I/O pins on the die edge:
Pins as bars across the die edge, other pins in gray.
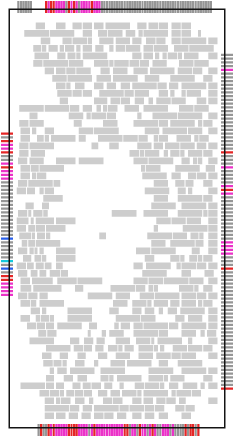
Clock distribution:
Scale bar: 20 um.
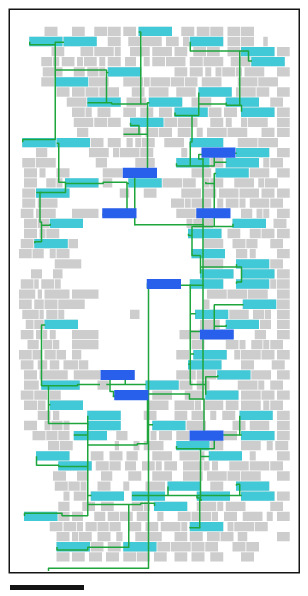
Clock nets:
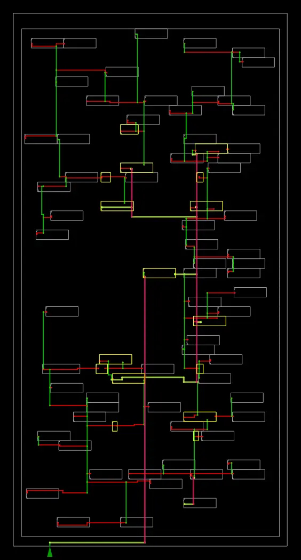
Signal wires by layer:
Scale bar: 20 um.
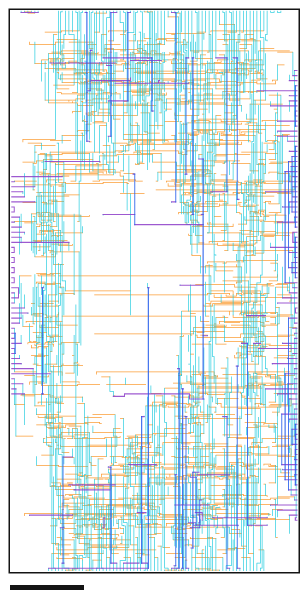
Layout detail:
Region (9, 28) to (29, 48) um. Cells in gray, sequential cells in the stronger gray; small squares are vias.
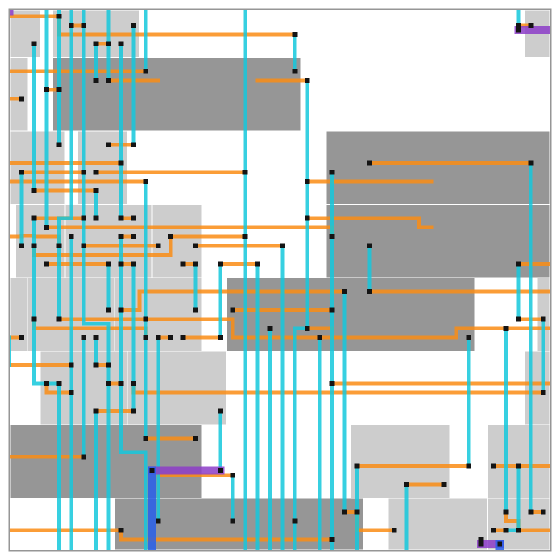
==> config.mk <==
export PLATFORM = sky130hd
export DESIGN_NAME = mem_arbiter
export DESIGN_NICKNAME = d
export VERILOG_FILES = /design/src/rtl/mem_arbiter.sv
export SDC_FILE = /design/constraint.sdc
export NUM_CORES = 1
export LEC_CHECK = 0
export CORE_ASPECT_RATIO = 2
export CORE_MARGIN = 2
export CORE_UTILIZATION = 41
export CTS_CLUSTER_DIAMETER = 100
export DETAILED_ROUTE_END_ITERATION = 12
export PLACE_DENSITY = 0.87
export RECOVER_POWER = 25
export SKIP_LAST_GASP = 1
export SLEW_MARGIN = 10
export SYNTH_ARGS = -nofsm -noshare
export SYNTH_HDL_FRONTEND = slang
export SYNTH_SLANG_ARGS = --single-unit
==> constraint.sdc <==
create_clock -name CLK -period 2.1 [get_ports CLK]
set_input_delay 0.21 -clock CLK [delete_from_list [all_inputs] [get_ports CLK]]
set_output_delay 0.21 -clock CLK [all_outputs]
set_load 0.02 [all_outputs]
==> PnR_summary.wiki <==
=== Physical design figures ===
{| class="wikitable"
! Metric !! Value
|-
| Status || complete, no violations
|-
| Hold Crit Class || in2out
|-
| Antenna-violating nets left || 0
|-
| Starting utilization of the core area || 42.2%
|-
| Number of enable-type register cells in the synthesized netlist || 0
|-
| Area fraction in and, or, nand and nor cells after synthesis || 1.86%
|-
| Top cell excl fill/tap || sky130_fd_sc_hd__clkdlybuf4s50_1
|-
| Reg-to-reg slack, setup || 0.65 ns
|-
| Worst reg-to-reg path cell count || 3
|-
| Ratio of cells with drive above 1 in the final layout || 24.9%
|-
| Multiplexer share of the synthesized area || 0.225%
|-
| Total area of multi-input combinational cells || 2200 um^2
|-
| Bufs and invs on worst path || 1
|-
| Leading area contributor after synthesis || sky130_fd_sc_hd__dfrtp_1
|-
| Critical path fanouts, max || 10
|-
| Count of fill cells added during filler insertion || 838
|-
| Most used flip-flop cell || sky130_fd_sc_hd__dfrtp_1
|-
| Core Util, Final || 62.8%
|-
| Worst slew margin relative to its limit || 34.1%
|-
| Number of buffers created by CTS || 9
|-
| Switching share of total power || 38.9%
|-
| Static leakage power || 0.00237 uW
|-
| Ports placed on the boundary || 270
|-
| Total setup violations reported at the end of the flow || 0
|-
| Startpoint type of the worst setup path || flop
|-
| Met3 wire len || 695 um
|-
| Post-DP Area || 6340 um^2
|-
| Slew at the pin closest to its max-slew limit || 0.989 ns
|-
| Clock tree buffer depth || 2
|-
| Post-Syn Area || 4450 um^2
|-
| Seq. cell area || 1680 um^2
|-
| Max stage delay cell, worst path || sky130_fd_sc_hd__clkdlybuf4s50_1
|-
| Highest Signal Layer || met4
|-
| Final hold vios || 0
|-
| Max incr delay on CP || 0.54 ns
|-
| Net Count, Synth || 537
|-
| Biggest area cells || sky130_fd_sc_hd__dfrtp_1 (38%), sky130_fd_sc_hd__a311oi_2 (17%), sky130_fd_sc_hd__a2bb2oi_2 (14%)
|-
| Final critical-path share of the clock period || 95.5%
|-
| Die area || 11700 um^2
|-
| Achievable frequency || 499 MHz
|-
| Synthesized area divided by synthesized cell count || 12.0 um^2
|-
| Met3 layer usage reported by global route || 3.52%
|-
| Tap cell instance count || 137
|-
| Met1 wire length || 5.33 mm
|-
| Setup Slack @ Placement || 0.137 ns
|-
| Min setup slack post-route || 0.0941 ns
|-
| Synth Warn # || 0
|-
| Peak-usage layer in the global routing report || met2
|-
| Clock-pin transition on the worst setup and hold timing paths || 0.05 ns
|-
| Clock-cell share of area || 4.12%
|-
| Group drawing the most power || combinational cells
|-
| Logic share of the area || 33.2%
|-
| Fraction of power consumed by combinational cells || 56.4%
|-
| Reported max-cap violation count || 0
|-
| Largest net degree at the start of global routing || 68
|-
| Top delay family on crit path || buffers and inverters
|-
| Biggest combinational cell group after synthesis || AND-OR/OR-AND gates
|-
| H-tree lvl count || 3
|-
| Area share of the largest cell type after synthesis || 37.7%
|-
| Number of buffers inserted by hold repair at cts || 1
|-
| Final-layout non-clock buffer area share || 34.6%
|-
| Max-slew violation count || 0
|-
| Iteration tally of the first detailed-router pass || 5
|-
| TritonCTS clock tree || done
|-
| Worst hold path stage count || 0
|-
| Post_cts resized || 0
|-
| Post-Route WL || 15.3 mm
|-
| Final antenna diode count || 1
|-
| Met2 routed WL || 8.11 mm
|-
| Adder and majority cell fraction of the synthesized area || 0%
|-
| Yosys reg bits || 67
|-
| Number of DRC markers in iteration 0 || 212
|-
| Top cell category || buffers
|-
| Weighted congestion at the end of routability-driven global placement || 0.837
|-
| Seq/total area || 25.4%
|-
| Maximum ir drop on the vdd rail || 0.700 mV
|-
| Buffers inserted during post-CTS setup optimization || 0
|-
| Arrival time at the worst endpoint || 1.80 ns
|-
| Number of distinct library cells after synthesis || 30
|-
| Number of global-route vias before repair || 4128
|-
| Number of warnings in the stage logs || 26
|-
| Met1 track demand over resource in global routing || 28.3%
|-
| Combinational-cell power consumption || 4950 uW
|-
| Half-perimeter wire length after placement || 10.4 mm
|-
| Number of rows created at floorplan || 53
|-
| Seq power || 2430 uW
|-
| Placed cells || 646
|-
| DRC || 0
|-
| Fraction of met2 tracks used by global routing || 43.8%
|-
| Area of the core region || 10500 um^2
|}
## Picture notes: 'I/O pins on the die edge'
color	port	pins	direction	edge
red	mem_addr	32	output	16 bottom, 6 top, 6 left, 4 right
cyan	mem_wen	1	output	left
magenta	req_addr	64	input	32 bottom, 14 top, 10 left, 8 right
blue	req_wen	2	input	left
all pins by edge	90 right, 72 top, 64 bottom, 44 left
# port buffers: 204
vertical die size: 151 um

## Picture notes: 'clock distribution'
[blue] clock-net drivers | count: 9
[cyan] flip-flops | count: 67
[green] clock wires | length: 1010 um
routed clock nets	10
flops lie	spread over the die
clock latency on the worst-skew pair: 0.33 ns
Clock Skews: 0.0122 ns
Clk network pwr share: 15.9%

## Picture notes: 'clock nets'
layout clock buffer count: 12
Power Clock: 1400 uW
Clock Sinks: 67
registers: 67

## Picture notes: 'signal wires by layer'
color	layer	wire length
blue	M4	1180 um
cyan	M2	8110 um
orange	M1	5330 um
purple	M3	695 um
via count: 4027
routed wirelength normalized by instance count: 23.1 um

## Picture notes: 'layout detail'
color	layer
orange	M1
blue	M4
cyan	M2
purple	M3
sequential cells in the window	6
most frequent	dfrtp_1 (6), clkdlybuf4s50_1 (5), a2bb2oi_1 (4)
cells with their middle in the window	21

Power and IR drop assume default switching activity.
